run_1/layer_met1.png
Bar = 20 um. Supply wires on this layer in gray.
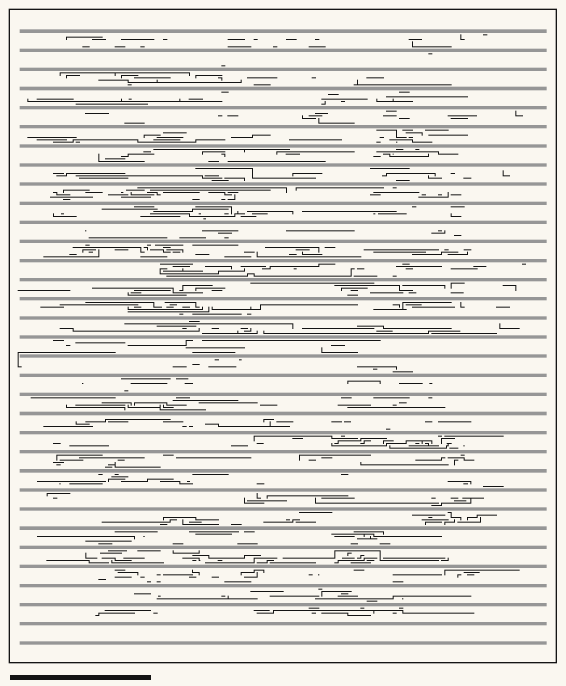
run_1/layer_met2.png
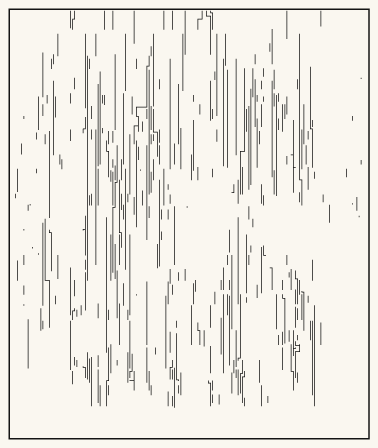
run_1/layer_met3.png
Bar = 20 um.
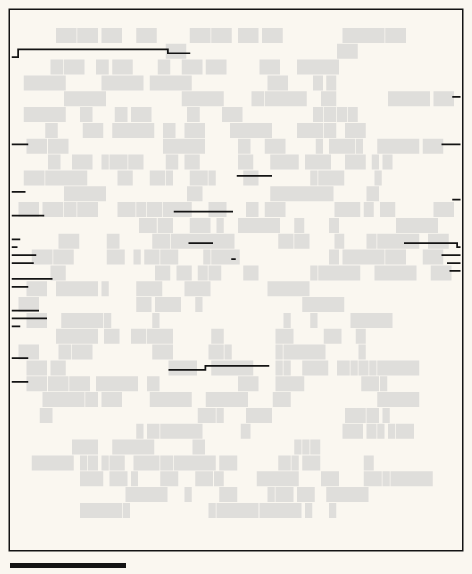
run_1/clocks.png
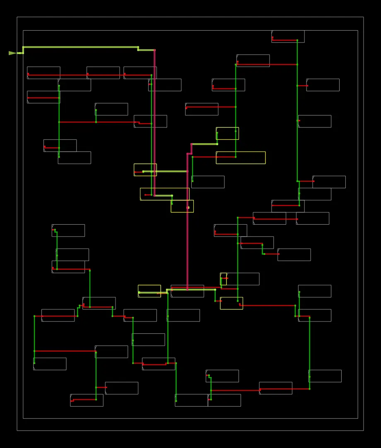
===== src/rtl/seg7_pkg.sv =====
// ============================================================================
// Module  : seg7_pkg
// Purpose : Shared constants and helpers for the 7-segment display path.
//           Segment patterns are active-high, bit6..bit0 = g,f,e,d,c,b,a.
// Contents: SEG_0..SEG_F, SEG_DASH, SEG_OFF patterns; segment bit indices;
//           calc_div() per-digit dwell computation.
// Revision: 1.0 - initial release
// ============================================================================
`default_nettype none

package seg7_pkg;

    // Segment bit positions inside a 7-bit pattern
    localparam int SEG_A_BIT = 0;
    localparam int SEG_B_BIT = 1;
    localparam int SEG_C_BIT = 2;
    localparam int SEG_D_BIT = 3;
    localparam int SEG_E_BIT = 4;
    localparam int SEG_F_BIT = 5;
    localparam int SEG_G_BIT = 6;

    // Active-high glyph patterns
    localparam logic [6:0] SEG_0    = 7'h3F;
    localparam logic [6:0] SEG_1    = 7'h06;
    localparam logic [6:0] SEG_2    = 7'h5B;
    localparam logic [6:0] SEG_3    = 7'h4F;
    localparam logic [6:0] SEG_4    = 7'h66;
    localparam logic [6:0] SEG_5    = 7'h6D;
    localparam logic [6:0] SEG_6    = 7'h7D;
    localparam logic [6:0] SEG_7    = 7'h07;
    localparam logic [6:0] SEG_8    = 7'h7F;
    localparam logic [6:0] SEG_9    = 7'h6F;
    localparam logic [6:0] SEG_A    = 7'h77;
    localparam logic [6:0] SEG_B    = 7'h7C;
    localparam logic [6:0] SEG_C    = 7'h39;
    localparam logic [6:0] SEG_D    = 7'h5E;
    localparam logic [6:0] SEG_E    = 7'h79;
    localparam logic [6:0] SEG_F    = 7'h71;
    localparam logic [6:0] SEG_DASH = 7'h40;
    localparam logic [6:0] SEG_OFF  = 7'h00;

    // Clock cycles spent on each digit before the scan advances
    function automatic int calc_div(input int clk_hz, input int scan_hz);
        return clk_hz / scan_hz;
    endfunction

endpackage

`default_nettype wire


===== src/rtl/seg7_hex_decode.sv =====
// ============================================================================
// Module  : seg7_hex_decode
// Purpose : Combinational 4-bit code to active-high 7-segment pattern.
//           Codes 10..15 render as A,b,C,d,E,F when HEX_MODE != 0, else as
//           a dash.
// Ports   : code [3:0] in  - digit code
//           seg  [6:0] out - active-high pattern, bit6..bit0 = g..a
// Revision: 1.0 - initial release
// ============================================================================
`default_nettype none

module seg7_hex_decode
    import seg7_pkg::*;
#(
    parameter int HEX_MODE = 0
) (
    input  logic [3:0] code,
    output logic [6:0] seg
);

    localparam bit c_hex = (HEX_MODE != 0);

    always_comb begin
        seg = SEG_OFF;
        case (code)
            4'h0:    seg = SEG_0;
            4'h1:    seg = SEG_1;
            4'h2:    seg = SEG_2;
            4'h3:    seg = SEG_3;
            4'h4:    seg = SEG_4;
            4'h5:    seg = SEG_5;
            4'h6:    seg = SEG_6;
            4'h7:    seg = SEG_7;
            4'h8:    seg = SEG_8;
            4'h9:    seg = SEG_9;
            4'hA:    seg = c_hex ? SEG_A : SEG_DASH;
            4'hB:    seg = c_hex ? SEG_B : SEG_DASH;
            4'hC:    seg = c_hex ? SEG_C : SEG_DASH;
            4'hD:    seg = c_hex ? SEG_D : SEG_DASH;
            4'hE:    seg = c_hex ? SEG_E : SEG_DASH;
            default: seg = c_hex ? SEG_F : SEG_DASH;
        endcase
    end

endmodule

`default_nettype wire


===== src/rtl/seg7_scan_driver.sv =====
// ============================================================================
// Module  : seg7_scan_driver
// Purpose : Time-multiplexed N-digit common-anode 7-segment driver. Latches
//           a packed digit word into a shadow register on load, scans one
//           digit per DIV = CLK_HZ/SCAN_HZ cycles, blanks all anodes for
//           BLANK_CYCLES after each digit change, and supports leading-zero
//           blanking. Outputs are registered (one cycle behind the state).
// Macro   : SEG7_BLINK_EN - adds a blink phase that hides blink_mask digits
//           for alternate CLK_HZ/(2*BLINK_HZ)-cycle periods.
// Ports   : clk                in  - system clock
//           reset_n            in  - synchronous active-low reset
//           bcd_in[4N-1:0]     in  - packed digits, digit 0 = [3:0], rightmost
//           load               in  - capture bcd_in into the shadow register
//           digit_en[N-1:0]    in  - per-digit enable (0 = dark)
//           lzb                in  - leading-zero blanking enable
//           blink_mask[N-1:0]  in  - digits that blink (SEG7_BLINK_EN only)
//           seg_n[6:0]         out - active-low segments g..a
//           an_n[N-1:0]        out - active-low anodes, one-hot-low or all 1
// Revision: 1.0 - initial release
// ============================================================================
`default_nettype none

module seg7_scan_driver
    import seg7_pkg::*;
#(
    parameter int NUM_DIGITS   = 4,
    parameter int CLK_HZ       = 50000000,
    parameter int SCAN_HZ      = 1000,
    parameter int BLANK_CYCLES = 2,
    parameter int HEX_MODE     = 0,
    parameter int BLINK_HZ     = 2
) (
    input  logic                    clk,
    input  logic                    reset_n,
    input  logic [4*NUM_DIGITS-1:0] bcd_in,
    input  logic                    load,
    input  logic [NUM_DIGITS-1:0]   digit_en,
    input  logic                    lzb,
    input  logic [NUM_DIGITS-1:0]   blink_mask,
    output logic [6:0]              seg_n,
    output logic [NUM_DIGITS-1:0]   an_n
);

    localparam int c_div   = calc_div(CLK_HZ, SCAN_HZ);
    localparam int c_div_w = (c_div > 1) ? $clog2(c_div) : 1;
    localparam int c_idx_w = (NUM_DIGITS > 1) ? $clog2(NUM_DIGITS) : 1;
    localparam int c_blk_w = (BLANK_CYCLES > 0) ? $clog2(BLANK_CYCLES + 1) : 1;

    localparam logic [c_div_w-1:0]    c_div_last = c_div_w'(c_div - 1);
    localparam logic [c_idx_w-1:0]    c_idx_last = c_idx_w'(NUM_DIGITS - 1);
    localparam logic [c_blk_w-1:0]    c_blk_init = c_blk_w'(BLANK_CYCLES);
    localparam logic [NUM_DIGITS-1:0] c_an_one   = NUM_DIGITS'(1);

    logic [4*NUM_DIGITS-1:0] r_shadow;
    logic [c_div_w-1:0]      r_div;
    logic [c_idx_w-1:0]      r_idx;
    logic [c_blk_w-1:0]      r_blank;
    logic [6:0]              r_seg_n;
    logic [NUM_DIGITS-1:0]   r_an_n;

    logic [3:0]              w_code;
    logic                    w_dig_en;
    logic                    w_lzb_hide;
    logic                    w_blink_hide;
    logic [NUM_DIGITS-1:0]   w_lzb_vec;
    logic [6:0]              w_pattern;
    logic [6:0]              w_seg_n;
    logic [NUM_DIGITS-1:0]   w_an_n;

    // ------------------------------------------------------------------
    // Scan timing and shadow capture. Reset takes priority over load, and
    // the output registers are forced dark so no partial digit survives.
    // ------------------------------------------------------------------
    always_ff @(posedge clk) begin
        if (!reset_n) begin
            r_shadow <= '0;
            r_div    <= '0;
            r_idx    <= '0;
            r_blank  <= c_blk_init;
            r_seg_n  <= ~SEG_OFF;
            r_an_n   <= '1;
        end else begin
            if (load) begin
                r_shadow <= bcd_in;
            end
            if (r_div == c_div_last) begin
                r_div   <= '0;
                r_idx   <= (r_idx == c_idx_last) ? '0 : r_idx + 1'b1;
                r_blank <= c_blk_init;
            end else begin
                r_div <= r_div + 1'b1;
                if (r_blank != '0) begin
                    r_blank <= r_blank - 1'b1;
                end
            end
            r_seg_n <= w_seg_n;
            r_an_n  <= w_an_n;
        end
    end

    // ------------------------------------------------------------------
    // Leading-zero map: walk from the most significant digit down, keeping
    // a running "everything so far is zero" flag. Disabled digits count as
    // zero. Digit 0 is never blanked so an all-zero word still shows "0".
    // ------------------------------------------------------------------
    always_comb begin : lzb_map
        logic zero_run;
        zero_run  = 1'b1;
        w_lzb_vec = '0;
        for (int k = NUM_DIGITS - 1; k >= 0; k--) begin
            zero_run = zero_run & ((r_shadow[4*k +: 4] & {4{digit_en[k]}}) == 4'h0);
            if (k != 0) begin
                w_lzb_vec[k] = lzb & zero_run;
            end
        end
    end

    // Active-digit selection
    always_comb begin
        w_code     = 4'h0;
        w_dig_en   = 1'b0;
        w_lzb_hide = 1'b0;
        for (int k = 0; k < NUM_DIGITS; k++) begin
            if (r_idx == c_idx_w'(k)) begin
                w_code     = r_shadow[4*k +: 4];
                w_dig_en   = digit_en[k];
                w_lzb_hide = w_lzb_vec[k];
            end
        end
    end

`ifdef SEG7_BLINK_EN
    localparam int c_blink_half = CLK_HZ / (2 * BLINK_HZ);
    localparam int c_bcnt_w     = (c_blink_half > 1) ? $clog2(c_blink_half) : 1;
    localparam logic [c_bcnt_w-1:0] c_bcnt_last = c_bcnt_w'(c_blink_half - 1);

    logic [c_bcnt_w-1:0] r_blink_cnt;
    logic                r_blink_phase;
    logic                w_blink_sel;

    // Phase 0 = visible; flips each half blink period
    always_ff @(posedge clk) begin
        if (!reset_n) begin
            r_blink_cnt   <= '0;
            r_blink_phase <= 1'b0;
        end else if (r_blink_cnt == c_bcnt_last) begin
            r_blink_cnt   <= '0;
            r_blink_phase <= ~r_blink_phase;
        end else begin
            r_blink_cnt <= r_blink_cnt + 1'b1;
        end
    end

    always_comb begin
        w_blink_sel = 1'b0;
        for (int k = 0; k < NUM_DIGITS; k++) begin
            if (r_idx == c_idx_w'(k)) begin
                w_blink_sel = blink_mask[k];
            end
        end
    end

    assign w_blink_hide = r_blink_phase & w_blink_sel;
`else
    localparam int c_unused_blink_hz = BLINK_HZ;
    logic w_unused_blink;
    assign w_unused_blink = ^blink_mask;
    assign w_blink_hide   = 1'b0;
`endif

    seg7_hex_decode #(
        .HEX_MODE (HEX_MODE)
    ) u_decode (
        .code (w_code),
        .seg  (w_pattern)
    );

    // Next output value: dark during anti-ghost blanking or when suppressed
    always_comb begin
        w_seg_n = ~SEG_OFF;
        w_an_n  = '1;
        if ((r_blank == '0) && w_dig_en && !w_lzb_hide && !w_blink_hide) begin
            w_seg_n = ~w_pattern;
            w_an_n  = ~(c_an_one << r_idx);
        end
    end

    assign seg_n = r_seg_n;
    assign an_n  = r_an_n;

endmodule

`default_nettype wire


===== config.mk =====
export PLATFORM = sky130hd
export DESIGN_NAME = seg7_scan_driver
export DESIGN_NICKNAME = d
export VERILOG_FILES = /design/src/rtl/seg7_pkg.sv /design/src/rtl/seg7_hex_decode.sv /design/src/rtl/seg7_scan_driver.sv
export SDC_FILE = /design/constraint.sdc
export NUM_CORES = 1
export LEC_CHECK = 0
export CAP_MARGIN = 20
export CELL_PAD_IN_SITES_DETAIL_PLACEMENT = 0
export CELL_PAD_IN_SITES_GLOBAL_PLACEMENT = 2
export CORE_ASPECT_RATIO = 1.2
export CORE_MARGIN = 1
export CORE_UTILIZATION = 32
export CTS_CLUSTER_DIAMETER = 200
export DETAILED_ROUTE_END_ITERATION = 7
export PLACE_DENSITY_LB_ADDON = 0.1
export SKIP_LAST_GASP = 1
export SYNTH_ARGS = -nofsm -noshare
export SYNTH_HDL_FRONTEND = slang
export SYNTH_SLANG_ARGS = --single-unit

===== constraint.sdc =====
create_clock -name clk -period 3.24 [get_ports clk]
set_clock_uncertainty 0.2 [all_clocks]
set_input_delay 0.648 -clock clk [delete_from_list [all_inputs] [get_ports clk]]
set_output_delay 0.648 -clock clk [all_outputs]
set_load 0.05 [all_outputs]

==> impl_metrics.yaml, run 1 <==
# synthesis and place-and-route metrics
status:
  status: "completed"
cts:
  clock_sinks: 47
  clockBufferDepth: 2
  cts-root-buf: "clkbuf_8"
  ctsResizeCount: 0
  path_clk_slew_ns: 0.09
  post_cts_buffers: 0
sta:
  worst_slack_ns: 0.836
  fin_crit_ns: 2.40
  fin_crit_sh: 0.742
  holdWs_ns: 0.245
  maxSlewViolCount: 0
  rsz0062_at_grt: "no"
pwr:
  pg_comb_uw: 210
  pg_seq_uw: 631
  top_power_group: "registers"
  p_sw_uw: 328
  seqPwrFrac: 0.466
  power_mw: 1.35
  vdd_drop_max_mv: 0.224
  clkPwrFrac: 0.379
  pwr-share-comb: 0.155
synthesis:
  avgSynthCellArea_sq_um: 9.47
  synth_cells: 232
  ys.flop_type: "dfxtp_1"
  top_cell: "dfxtp_1"
  synth_warnings: 0
  yosys.area.top_type: "dfxtp_1"
placed_design:
  placed_cells_incl_taps: 346
  place_congestion: 0.706
  post-dp-hpwl_mm: 3.38
  pre_cts_slack_ns: 0.682
  io_buffers: 34
worst_hold_path:
  hold_class: "reg -> reg"
  min_from: "r_div[0]$_SDFF_PP0_"
  worst_hold_path.endpoint: "r_div[0]$_SDFF_PP0_"
  hold_depth: 1
cells_and_area:
  dominant_cells: "combinational gates"
  inv_count: 13
  final_cell_mix: "dfxtp_1, clkdlybuf4s50_1, nor2_1, nor2b_1, mux2i_1"
  fillCellCount: 665
  stdcell_area_sq_um: 2770
  drive_gt1_frac: 0.0743
  logic_gates: 161
  ff_count: 47
critical_path:
  slowest_stage: "dfxtp_1"
  arrival_ns: 2.39
  cp-start-kind: "flop"
  cp.required_ns: 3.22
route:
  drtIter0Drc: 40
  drc: 0
  wire_per_inst_um: 12.8
  route.met2.wl_mm: 2.07
floorplanning:
  die_area_sq_um: 7200
run:
  cap_viol_max_count: 0
global_route:
  antenna_found_initial: 0
Back to the opening pictures, layer_met1.png:
wire length on this layer: 2260 um
share of all routed wire: 50%
Via Count: 1650
final WL: 4.54 mm
routing usage on met1: 0.183

Back to the opening pictures, layer_met2.png:
share of all routed wire: 46%
longest straight run: 48.6 um
main direction: vertical
met2 usage: 0.227

Back to the opening pictures, layer_met3.png:
nets with wire on the layer: 23
share of all routed wire: 3.0%
met3 Usage GRT: 0.0345

Back to the opening pictures, clocks.png:
TritonCTS buffer count: 5
clk pwr: 513 uW

==> run 2, diff against run 1 <==
==> constraint.sdc (replaced) <==
create_clock -name clk -period 2.5 [get_ports clk]
set_clock_uncertainty 0.2 [all_clocks]
set_input_delay 0.5 -clock clk [delete_from_list [all_inputs] [get_ports clk]]
set_output_delay 0.5 -clock clk [all_outputs]
set_load 0.05 [all_outputs]
run_2/layer_met1.png
Bar = 20 um. Supply wires on this layer in gray.
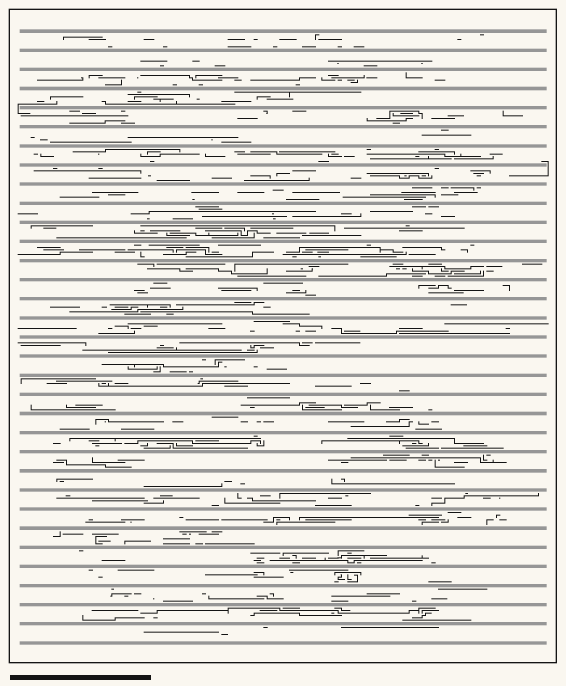
main direction: horizontal
longest straight run: 27.6 um
share of all routed wire: 51%
Via Count: 1700
routing usage on met1: 0.197
final WL: 4.66 mm

==> run 2 against run 1 <==
Net effect: maximum frequency increased by 4.8%; power increased by 14%; sequential power increased by about 30%; largest power group unchanged; combinational power increased by 31%; flip-flop count unchanged.
==> impl_metrics.yaml, run 2 <==
# synthesis and place-and-route metrics
critical_path:
  slowest_stage: "dfxtp_1"
  cp_top_family: "AND-OR/OR-AND gates"
  max_stage_delay_ns: 0.41
  end_kind: "flop"
  cp.required_ns: 2.48
  cp-start-kind: "flop"
  worstReg2RegStart: "r_idx[0]$_SDFFE_PN0P_"
  arrival_ns: 2.28
placed_design:
  placed_cells_incl_taps: 352
  post-dp-hpwl_mm: 3.43
  pre_cts_slack_ns: 0.136
  place_congestion: 0.797
  io_buffers: 34
cts:
  numCtsBuffers: 5
  cts-root-buf: "clkbuf_8"
  path_clk_slew_ns: 0.09
  clk_latency_ns: 0.30
  ctsResizeCount: 0
  post_cts_buffers: 0
  clockBufferDepth: 2
  clock_sinks: 47
floorplanning:
  taps: 85
  die_area_sq_um: 7200
  core_sq_um: 6530
  die_height_um: 92.8
  die-width_um: 77.6
  ios: 39
  fp-utilization: 0.337
run:
  cap_viol_max_count: 0
sta:
  holdWs_ns: 0.252
  maxSlewViolCount: 0
  rsz0062_at_grt: "no"
  worst_slack_ns: 0.206
  fin_crit_sh: 0.918
  fin_crit_ns: 2.29
  clock.fmax_mhz: 436
cells_and_area:
  drive_gt1_frac: 0.108
  dominant_cells: "combinational gates"
  area_delta_synth_final_pct: 27.2
  inv_count: 13
  logic_area_sq_um: 1170
  logic_gates: 161
  final_cell_mix: "dfxtp_1, clkdlybuf4s50_1, nor2_1, nor2b_1, mux2i_1"
  stdcell_area_sq_um: 2790
  fillCellCount: 672
  ff_count: 47
  stdcell_count: 362
status:
  status: "completed"
synthesis:
  top_cell: "dfxtp_1"
  synth-xor-area-share: 0.0558
  avgSynthCellArea_sq_um: 9.47
  synth_top_area_share: 0.428
  yosys_area_sq_um: 2200
  synth.area.top_cells: "dfxtp_1, mux2i_1, ha_1"
  synth_cells: 232
  ys_ff: 47
  synthAoiAreaFrac: 0.101
  synth_warnings: 0
  yosys.area.top_type: "dfxtp_1"
  ys.flop_type: "dfxtp_1"
  postSynthSeqShare: 0.428
  ys_sh_mux: 0.0871
pwr:
  pwr-share-comb: 0.179
  seqPwrFrac: 0.531
  pg_clk_uw: 447
  top_power_group: "registers"
  pg_seq_uw: 818
  power_density_nw_per_um2: 552
  power_mw: 1.54
  vdd_drop_max_mv: 0.240
  clkPwrFrac: 0.290
  p_sw_uw: 411
  pg_comb_uw: 276
global_route:
  antenna_found_initial: 0
  grt_pass1_vias: 1655
  use_met2: 0.225
route:
  drtIter0Drc: 76
  wire_per_inst_um: 12.9
  drc: 0
  detail-route-antenna-nets: 0
  route.met2.wl_mm: 2.09
worst_hold_path:
  min_from: "r_div[0]$_SDFF_PP0_"
  hold_class: "reg -> reg"
  hold_depth: 1
  worst_hold_path.endpoint: "r_div[0]$_SDFF_PP0_"
run_2/layer_met3.png
Bar = 20 um.
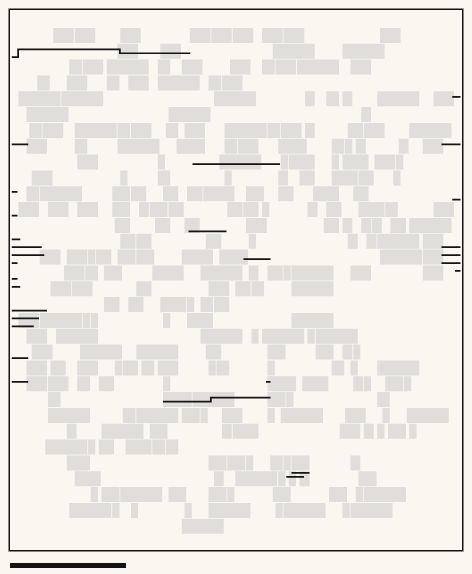
share of all routed wire: 2.9%
main direction: horizontal
met3 Usage GRT: 0.0325

No activity file was given, so power comes from the tool's default toggle rates.
